$ cat src/rtl/vga_fb_arbiter.sv
// vga_fb_arbiter: shares the single-port pixel RAM between scanout reads and FIFO-buffered processor writes drained during blanking
module vga_fb_arbiter #(
    parameter int ADDR_W      = 19,
    parameter int DATA_W      = 8,
    parameter int FIFO_DEPTH  = 8,
    parameter int PIXELS      = 307200,
    parameter int VBLANK_ONLY = 0
) (
    input  logic                          iVGA_CLK,
    input  logic                          iRST_n,
    input  logic                          blank_n,
    input  logic                          vs,
    input  logic [ADDR_W-1:0]             scan_addr,
    input  logic                          wr_valid,
    input  logic [ADDR_W-1:0]             wr_addr,
    input  logic [DATA_W-1:0]             wr_data,
    output logic                          wr_ready,
    input  logic                          err_clr,
    output logic [ADDR_W-1:0]             ram_addr,
    output logic [DATA_W-1:0]             ram_wdata,
    output logic                          ram_we,
    output logic [$clog2(FIFO_DEPTH):0]   fifo_level,
    output logic                          frame_done,
    output logic                          err_oob
);
    localparam int PTR_W = $clog2(FIFO_DEPTH);
    localparam logic [PTR_W:0] DEPTH = (PTR_W + 1)'(FIFO_DEPTH);
    localparam logic [ADDR_W:0] LIMIT = (ADDR_W + 1)'(PIXELS);

    typedef enum logic [1:0] {ACTIVE, HBLANK, VBLANK} state_t;

    state_t                     state, next_state;
    logic [ADDR_W+DATA_W-1:0]   mem [FIFO_DEPTH];
    logic [PTR_W-1:0]           wr_ptr, rd_ptr;
    logic [ADDR_W-1:0]          head_addr;
    logic [DATA_W-1:0]          head_data;
    logic                       in_range, push, oob, pop, window;

    assign {head_addr, head_data} = mem[rd_ptr];
    assign in_range = {1'b0, wr_addr} < LIMIT;
    assign wr_ready = fifo_level != DEPTH;
    assign push     = wr_valid & wr_ready & in_range;
    assign oob      = wr_valid & wr_ready & ~in_range;
    assign window   = state == VBLANK || (VBLANK_ONLY == 0 && state == HBLANK);
    // blank_n is checked live so the lag cycle of the state register never steals the first active pixel
    assign pop      = ~blank_n & (fifo_level != '0) & window;

    // RAM port mux: scanout owns the address unless a queued write is draining
    always_comb begin
        ram_we    = pop;
        ram_addr  = pop ? head_addr : scan_addr;
        ram_wdata = head_data;
    end

    // Blanking tracker; VBLANK stays latched through the back porch until active video resumes
    always_comb begin
        next_state = state;
        case (state)
            ACTIVE:  next_state = !vs ? VBLANK : (!blank_n ? HBLANK : ACTIVE);
            HBLANK:  next_state = !vs ? VBLANK : (blank_n ? ACTIVE : HBLANK);
            VBLANK:  next_state = blank_n ? ACTIVE : VBLANK;
            default: next_state = ACTIVE;
        endcase
    end

    // State, FIFO pointers/occupancy, frame pulse and sticky out-of-range flag
    always_ff @(posedge iVGA_CLK or negedge iRST_n) begin
        if (!iRST_n) begin
            state      <= ACTIVE;
            wr_ptr     <= '0;
            rd_ptr     <= '0;
            fifo_level <= '0;
            frame_done <= 1'b0;
            err_oob    <= 1'b0;
        end else begin
            state      <= next_state;
            wr_ptr     <= push ? wr_ptr + 1'b1 : wr_ptr;
            rd_ptr     <= pop ? rd_ptr + 1'b1 : rd_ptr;
            fifo_level <= fifo_level + (PTR_W + 1)'(push) - (PTR_W + 1)'(pop);
            frame_done <= next_state == VBLANK && state != VBLANK;
            err_oob    <= oob | (err_oob & ~err_clr);
        end
    end

    // FIFO storage holds {address, data}; no reset needed since occupancy gates every read
    always_ff @(posedge iVGA_CLK) begin
        if (push) mem[wr_ptr] <= {wr_addr, wr_data};
    end
endmodule

$ cat config.mk
export PLATFORM = sky130hd
export DESIGN_NAME = vga_fb_arbiter
export DESIGN_NICKNAME = d
export VERILOG_FILES = /design/src/rtl/vga_fb_arbiter.sv
export SDC_FILE = /design/constraint.sdc
export NUM_CORES = 1
export LEC_CHECK = 0
export CAP_MARGIN = 30
export CELL_PAD_IN_SITES_DETAIL_PLACEMENT = 0
export CELL_PAD_IN_SITES_GLOBAL_PLACEMENT = 1
export CORE_MARGIN = 2
export CORE_UTILIZATION = 50
export DETAILED_ROUTE_END_ITERATION = 8
export GPL_TIMING_DRIVEN = 0
export PLACE_DENSITY_LB_ADDON = 0.3
export REMOVE_ABC_BUFFERS = 1
export SLEW_MARGIN = 20
export SYNTH_ARGS = -nofsm -noshare
export SYNTH_HDL_FRONTEND = slang
export SYNTH_SLANG_ARGS = --single-unit
$ cat constraint.sdc
create_clock -name iVGA_CLK -period 7.4 [get_ports iVGA_CLK]
set_input_delay 1.11 -clock iVGA_CLK [delete_from_list [all_inputs] [get_ports iVGA_CLK]]
set_output_delay 1.11 -clock iVGA_CLK [all_outputs]
set_load 0.005 [all_outputs]
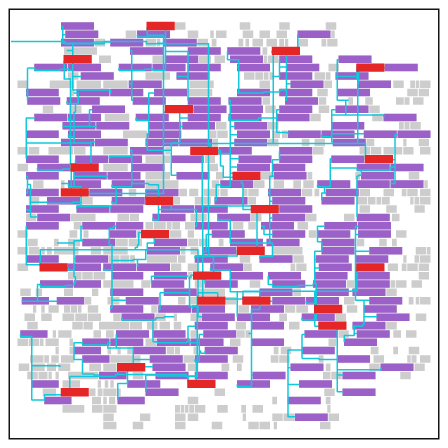
run_1/clock_map.png
[clock wires] cyan | length: 2470 um
[cells driving clock nets] red | count: 24
[flip-flops] purple | count: 230
flops lie: spread over the die
routed clock nets: 25

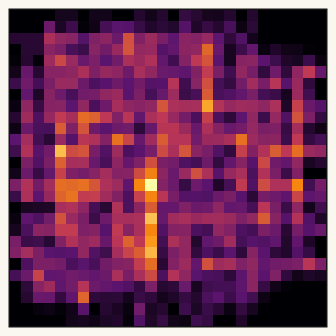
run_1/wire_density.png
28 x 28 tiles, from black (low) to pale yellow (high), scaled to the fullest tile. Values are wire area over tile area, all layers added.
mean over tiles: 0.15
tiles over half the peak: 9.7%
nearly empty tiles: 11%
fullest tile: 0.53

==> GITHUB_STEP_SUMMARY, run 1 <==
## Implementation flow summary

| Metric | Value |
|---|---|
| Outcome | `finished clean` |
| Count of inverters not on the clock network in the layout | `28` |
| Worst Setup EP | `ram_addr[16]` |
| Number of enable-type register cells in the synthesized netlist | `216` |
| GR met3 Demand/Resource | `2.994%` |
| Most frequent cell on the critical path | `sky130_fd_sc_hd__clkdlybuf4s50_1` |
| Area growth from synthesis to layout | `24.01%` |
| Root Buffer Master | `sky130_fd_sc_hd__clkbuf_16` |
| Fin Hold WS | `0.5426 ns` |
| Met3 wire length | `844 um` |
| Horizontal die size | `139.9 um` |
| Simple-gate share of the synthesized area | `2.711%` |
| Critical Path Slowest Stage Cell | `sky130_fd_sc_hd__a21oi_4` |
| Net total in the final layout | `700` |
| Largest power group | `sequential cells` |
| Number of vias in the routed layout | `4901` |
| Number of levels in the clock H-tree | `1` |
| Slack of the critical path | `2.999 ns` |
| Buffer-and-inverter tally for the worst setup path | `3` |
| Flop and latch count out of synthesis | `230` |
| Post-Syn Area per Cell | `17.89 sq um` |
| Post-layout minimum cycle time | `4.401 ns` |
| IO Port Bufs | `86` |
| Largest incremental delay on the critical path | `0.54 ns` |
| Sequential Power Share | `41.5%` |
| Fin. Hold Viols | `0` |
| Required time at the worst-slack endpoint | `6.29 ns` |
| 1st-iter DRT viols | `289` |
| Worst setup slack before clock tree synthesis | `3.003 ns` |
| Top-count cell post-synth | `sky130_fd_sc_hd__edfxtp_1` |
| Number of buffers created by CTS | `24` |
| Cell-by-cell trace of the critical path | `clkdlybuf4s50_1 -> nand2b_1 -> a21oi_4 -> buf_16 -> nand3_1 -> o21ai_1 -> clkdlybuf4s50_1` |
| Comb gate area | `0.002198 sq mm` |
| Met1 capacity usage during global routing | `25.10%` |
| Maximum number of pins on one net before global-route repair | `39` |
| Ranking of synthesized cells by area | `sky130_fd_sc_hd__edfxtp_1 (70%), sky130_fd_sc_hd__mux2i_1 (8.2%), sky130_fd_sc_hd__mux4_2 (3.9%)` |
| Storage element area | `0.006840 sq mm` |
| Setup-violating endpoint count in the final report | `0` |
| Ao+oa area frac | `4.623%` |
| Vert. Die Dim | `139.9 um` |
| Top Metal Used | `met4` |
| Global-route usage over all layers | `18.96%` |
| F_max | `0.2272 GHz` |
| Vias per Instance | `5.569` |
| Final antenna diode count | `0` |
| Switching power | `1183 uW` |
| Crit path depth | `7` |
| Global-route wire length before repair | `28.57 mm` |
| Kind of cell with the highest combined delay on the critical path | `buffers and inverters` |
| Tool warnings | `29` |
| Yosys xor share | `0.5694%` |
| Max_slew headroom | `39.33%` |
| Nature of the critical path startpoint | `input pin` |
| Final setup TNS | `0 ns` |
| Fraction of layout instances using a drive strength above 1 | `16.74%` |
| Clock input transition at the sequential cells of the worst setup and hold paths | `0.05 ns` |
| Most area-hungry cell type in the Yosys netlist | `sky130_fd_sc_hd__edfxtp_1` |
| Critical path class | `in -> out` |
| Biggest registers after layout | `mem (216), fifo_level (4)` |
| Number of distinct library cells after synthesis | `38` |
| Clk network pwr share | `28.1%` |
| Share of synthesized registers carrying an async set or reset | `6.087%` |
| Seq share, synth | `74.08%` |
| Endpoint of the lowest-slack register-to-register path | `fifo_level[3]` |
| Total DRC errors in the routed layout | `0` |
| RSZ-0062 raised after global routing | `no` |
| Post-detailed-route wirelength per cell | `20.79 um` |
| Number of placement rows | `49` |
| Sequential Power | `1700 uW` |
| Combinational Power | `1240 uW` |
| Share of the clock period used by the worst path after layout | `59.47%` |
| Sink of the worst hold path | `fifo_level[0]` |
| Mapped Area | `0.009229 sq mm` |
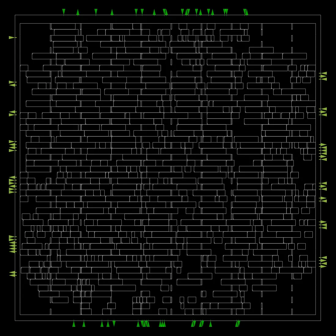
run_1/final_placement.png
utilization after layout: 63.49%
count of fill cells added during filler insertion: 1283
tap cell count: 229
final std cells w/o fill: 880
number of sequential storage elements: 230

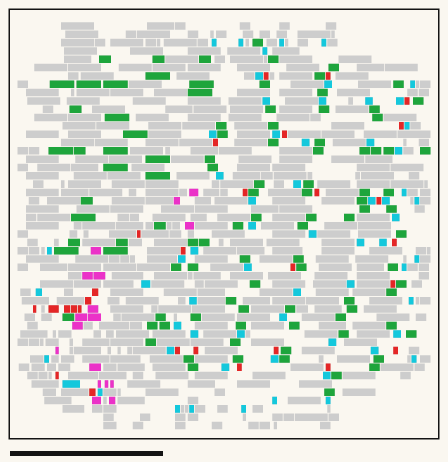
run_1/gate_families.png
Scale bar: 50 um.
| family | colour | cells |
|---|---|---|
| NAND gates | red | 29 |
| multiplexers | green | 102 |
| inverting AOI/OAI gates | cyan | 62 |
| NOR gates | magenta | 17 |

run_1/zoom.png
Scale bar: 10 um. Region (57, 29) to (82, 54) um. Cells in grey, sequential cells in the stronger grey; small squares are vias.
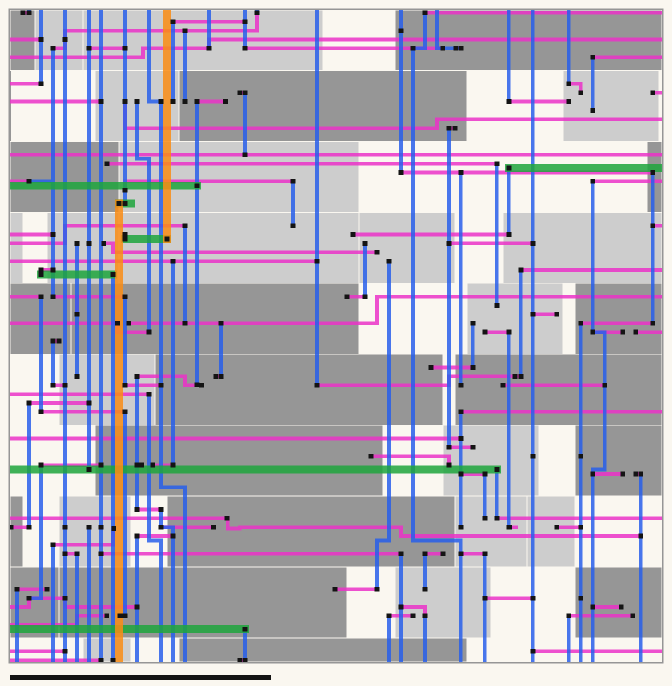

==> run 2: changes to the inputs <==
--- a/config.mk
+++ b/config.mk
@@ -9,7 +9,7 @@
 export CELL_PAD_IN_SITES_DETAIL_PLACEMENT = 0
 export CELL_PAD_IN_SITES_GLOBAL_PLACEMENT = 1
 export CORE_MARGIN = 2
-export CORE_UTILIZATION = 50
+export CORE_UTILIZATION = 44
 export DETAILED_ROUTE_END_ITERATION = 8
 export GPL_TIMING_DRIVEN = 0
 export PLACE_DENSITY_LB_ADDON = 0.3
==> constraint.sdc (replaced) <==
create_clock -name iVGA_CLK -period 3.61 [get_ports iVGA_CLK]
set_input_delay 0.5415 -clock iVGA_CLK [delete_from_list [all_inputs] [get_ports iVGA_CLK]]
set_output_delay 0.5415 -clock iVGA_CLK [all_outputs]
set_load 0.005 [all_outputs]
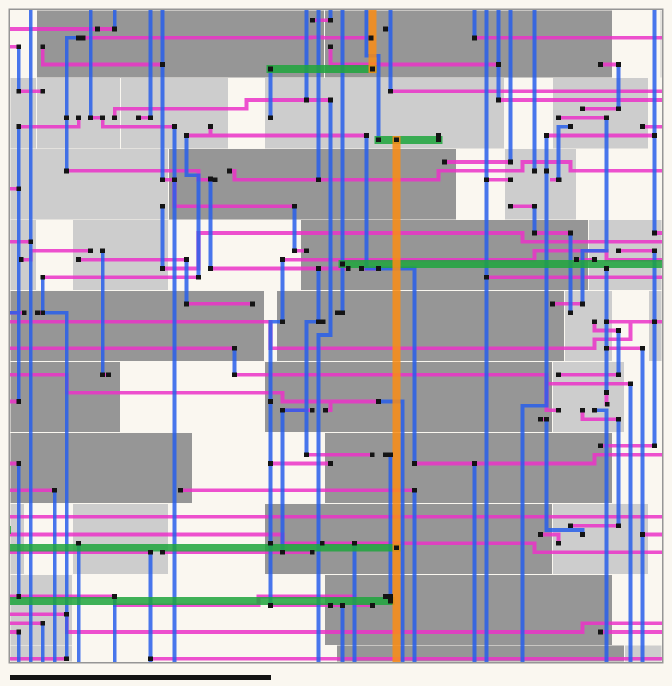
run_2/zoom.png
Scale bar: 10 um. Region (62, 32) to (87, 57) um. Cells in grey, sequential cells in the stronger grey; small squares are vias.
| layer | colour |
|---|---|
| met4 | orange |
| met3 | green |
| met1 | magenta |
| met2 | blue |
cells with their middle in the window: 24
sequential cells in the window: 11
netlist names of flops here include: `mem` (11)
most frequent: edfxtp_1 (11), mux2i_1 (5), a22oi_1 (2)

==> run 2 against run 1 <==
Effect of this change: wire length rose by 5.4%; sequential share of layout area fell by 1.0 points; synthesized cell count unchanged; register-to-register slack got worse by 3.8 ns; clock power grew 130%; core utilization fell by 6.5 points; first-iteration DRC count rose by 28%; design area rose by 1.8%; area after synthesis is the same; sequential power increased by 100%; largest power group unchanged; highest routed layer unchanged.
==> GITHUB_STEP_SUMMARY, run 2 <==
## Implementation flow summary

| Metric | Value |
|---|---|
| Outcome | `finished clean` |
| Met3 wire length | `963 um` |
| Fin Hold WS | `0.4520 ns` |
| Top-count cell post-synth | `sky130_fd_sc_hd__edfxtp_1` |
| Number of levels in the clock H-tree | `1` |
| Number of gates resized after CTS | `2` |
| Met2 global-route usage | `30.90%` |
| GR met3 Demand/Resource | `3.211%` |
| Global-route usage over all layers | `17.47%` |
| Largest clock skew in the final design | `0.007244 ns` |
| Number of placement rows | `52` |
| Setup-violating endpoint count in the final report | `0` |
| Number of buffers created by CTS | `25` |
| Post-detailed-route wirelength per cell | `20.76 um` |
| Worst Setup EP | `ram_addr[17]` |
| Total clock network power | `2610 uW` |
| Tap cell count | `270` |
| Count of inverters not on the clock network in the layout | `28` |
| Register ranked first by flip-flop count | `mem` |
| Count of fill cells added during filler insertion | `1574` |
| Required time at the worst-slack endpoint | `3.07 ns` |
| Post-layout minimum cycle time | `3.408 ns` |
| Final antenna diode count | `0` |
| Sequential Power Share | `39.7%` |
| Met1 capacity usage during global routing | `22.38%` |
| Vias in the first global route | `5151` |
| Yosys xor share | `0.5694%` |
| Share of synthesized registers carrying an async set or reset | `6.087%` |
| Net total in the final layout | `706` |
| Kind of cell with the highest combined delay on the critical path | `buffers and inverters` |
| Root Buffer Master | `sky130_fd_sc_hd__clkbuf_16` |
| Clock input transition at the sequential cells of the worst setup and hold paths | `0.06 ns` |
| Worst setup slack before clock tree synthesis | `-0.007582 ns` |
| Final std cells w/o fill | `929` |
| Flop and latch count out of synthesis | `230` |
| Top Metal Used | `met4` |
| Buffer-and-inverter tally for the worst setup path | `3` |
| 1st-iter DRT viols | `370` |
| Simple-gate share of the synthesized area | `2.711%` |
| Number of enable-type register cells in the synthesized netlist | `216` |
| Vias per Instance | `5.292` |
| Area growth from synthesis to layout | `26.25%` |
| Total DRC errors in the routed layout | `0` |
| Fin. Hold Viols | `0` |
| Number of vias in the routed layout | `4916` |
| Horizontal die size | `148.8 um` |
| Biggest registers after layout | `mem (216), fifo_level (4)` |
| Sequential Power | `3460 uW` |
| Tool warnings | `29` |
| Crit path depth | `7` |
| Endpoint of the lowest-slack register-to-register path | `mem[2][25]` |
| Count of non-CTS buffers in the layout | `123` |
| Layout non-clock buf frac | `11.24%` |
| Critical path class | `reg -> out` |
| Post-synth area from yosys stat | `0.009229 sq mm` |
| Slack of the critical path | `0.2024 ns` |
| IO Port Bufs | `86` |
| Post-Syn Area per Cell | `17.89 sq um` |
| Multi-input logic cell count | `233` |
| Maximum number of pins on one net before global-route repair | `46` |
| Final setup TNS | `0 ns` |
| Clk network pwr share | `29.9%` |
| Largest power group | `sequential cells` |
| Cell-by-cell trace of the critical path | `buf_12 -> buf_16 -> mux2i_1 -> a22oi_1 -> nand3_1 -> o21ai_1 -> clkdlybuf4s50_1` |
| Switching power | `2482 uW` |
| F_max | `0.2935 GHz` |
| Combinational Power | `2650 uW` |
| RSZ-0062 raised after global routing | `no` |
| Seq share, synth | `74.08%` |
| Max_slew headroom | `51.25%` |
| Storage element area | `0.006842 sq mm` |
| Ranking of synthesized cells by area | `sky130_fd_sc_hd__edfxtp_1 (70%), sky130_fd_sc_hd__mux2i_1 (8.2%), sky130_fd_sc_hd__mux4_2 (3.9%)` |
| Comb gate area | `0.002208 sq mm` |
| Number of sequential storage elements | `230` |
| Most common cell after layout, fill and taps aside | `sky130_fd_sc_hd__edfxtp_1` |
| Largest incremental delay on the critical path | `0.60 ns` |
| Final HPWL from detailed placement | `12.42 mm` |
| Worst IR drop on VDD | `0.4659 mV` |
| Vert. Die Dim | `148.8 um` |
| Utilization after layout | `57.03%` |
| Ao+oa area frac | `4.623%` |
| Share of the clock period used by the worst path after layout | `94.39%` |
| Critical Path Slowest Stage Cell | `sky130_fd_sc_hd__dfrtp_4` |
| Fraction of layout instances using a drive strength above 1 | `17.00%` |
| Mapped Area | `0.009229 sq mm` |
| Most area-hungry cell type in the Yosys netlist | `sky130_fd_sc_hd__edfxtp_1` |
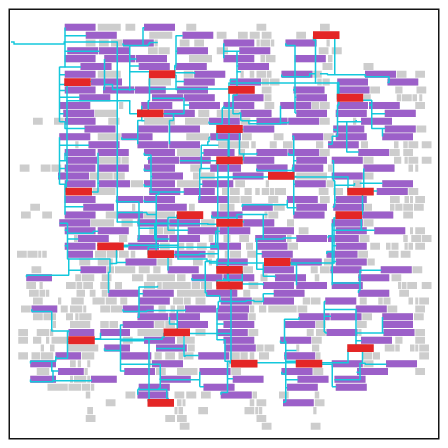
run_2/clock_map.png
[clock wires] cyan | length: 2610 um
[cells driving clock nets] red | count: 25
[flip-flops] purple | count: 230
routed clock nets: 26
flops lie: spread over the die

run_2/gate_families.png
Scale bar: 50 um.
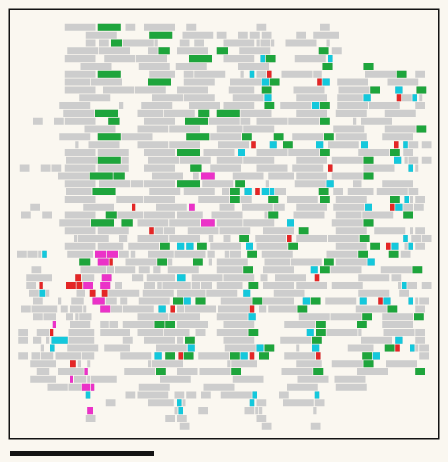

==> run 3: changes to the inputs <==
--- a/config.mk
+++ b/config.mk
@@ -9,11 +9,12 @@
 export CELL_PAD_IN_SITES_DETAIL_PLACEMENT = 0
 export CELL_PAD_IN_SITES_GLOBAL_PLACEMENT = 1
 export CORE_MARGIN = 2
-export CORE_UTILIZATION = 44
+export CORE_UTILIZATION = 49
 export DETAILED_ROUTE_END_ITERATION = 8
 export GPL_TIMING_DRIVEN = 0
 export PLACE_DENSITY_LB_ADDON = 0.3
 export REMOVE_ABC_BUFFERS = 1
+export SKIP_CTS_REPAIR_TIMING = 1
 export SLEW_MARGIN = 20
 export SYNTH_ARGS = -nofsm -noshare
 export SYNTH_HDL_FRONTEND = slang
==> constraint.sdc (replaced) <==
create_clock -name iVGA_CLK -period 3.73 [get_ports iVGA_CLK]
set_input_delay 0.5595 -clock iVGA_CLK [delete_from_list [all_inputs] [get_ports iVGA_CLK]]
set_output_delay 0.5595 -clock iVGA_CLK [all_outputs]
set_load 0.005 [all_outputs]
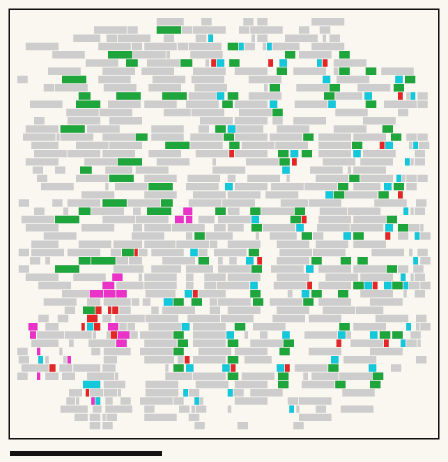
run_3/gate_families.png
Scale bar: 50 um.
| family | colour | cells |
|---|---|---|
| multiplexers | green | 102 |
| NAND gates | red | 29 |
| NOR gates | magenta | 17 |
| inverting AOI/OAI gates | cyan | 62 |

==> run 3 against run 2 <==
Effect of this change: first-iteration DRC count is 14% lower; critical path depth down 1; register-to-register slack better by 0.09 ns; via count decreased by 0.90%; non-clock buffer count shrank 7; critical path type unchanged; largest power group unchanged.
==> GITHUB_STEP_SUMMARY, run 3 <==
## Implementation flow summary

| Metric | Value |
|---|---|
| Layout non-clock buf frac | `10.84%` |
| Net total in the final layout | `697` |
| Switching power | `2284 uW` |
| Fraction of layout instances using a drive strength above 1 | `15.33%` |
| Required time at the worst-slack endpoint | `3.17 ns` |
| Share of synthesized registers carrying an async set or reset | `6.087%` |
| Final antenna diode count | `0` |
| Max_slew headroom | `43.80%` |
| Worst Setup EP | `ram_addr[17]` |
| Setup-violating endpoint count in the final report | `0` |
| Ao+oa area frac | `4.623%` |
| Largest incremental delay on the critical path | `0.70 ns` |
| Ranking of synthesized cells by area | `sky130_fd_sc_hd__edfxtp_1 (70%), sky130_fd_sc_hd__mux2i_1 (8.2%), sky130_fd_sc_hd__mux4_2 (3.9%)` |
| Number of buffers created by CTS | `23` |
| Top-count cell post-synth | `sky130_fd_sc_hd__edfxtp_1` |
| Top Metal Used | `met4` |
| RSZ-0062 raised after global routing | `no` |
| Final HPWL from detailed placement | `11.66 mm` |
| Largest power group | `sequential cells` |
| IO Port Bufs | `86` |
| Outcome | `finished clean` |
| Met2 global-route usage | `30.94%` |
| Count of non-CTS buffers in the layout | `116` |
| Vert. Die Dim | `141.2 um` |
| Critical path class | `reg -> out` |
| Number of enable-type register cells in the synthesized netlist | `216` |
| Crit path depth | `6` |
| Number of vias in the routed layout | `4872` |
| Nature of the critical path startpoint | `flip-flop` |
| Share of the clock period used by the worst path after layout | `92.77%` |
| Number of levels in the clock H-tree | `1` |
| Most area-hungry cell type in the Yosys netlist | `sky130_fd_sc_hd__edfxtp_1` |
| Horizontal die size | `141.2 um` |
| Final std cells w/o fill | `880` |
| Final setup TNS | `0 ns` |
| Number of placement rows | `50` |
| Endpoint of the lowest-slack register-to-register path | `mem[1][16]` |
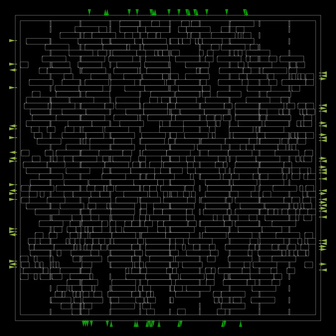
run_3/final_placement.png
area of the placeable core: 0.01858 sq mm
Seq area share: 60.52%
count of fill cells added during filler insertion: 1372
utilization after layout: 60.84%

Power figures rest on the tool's default switching activity, not on a simulated workload.
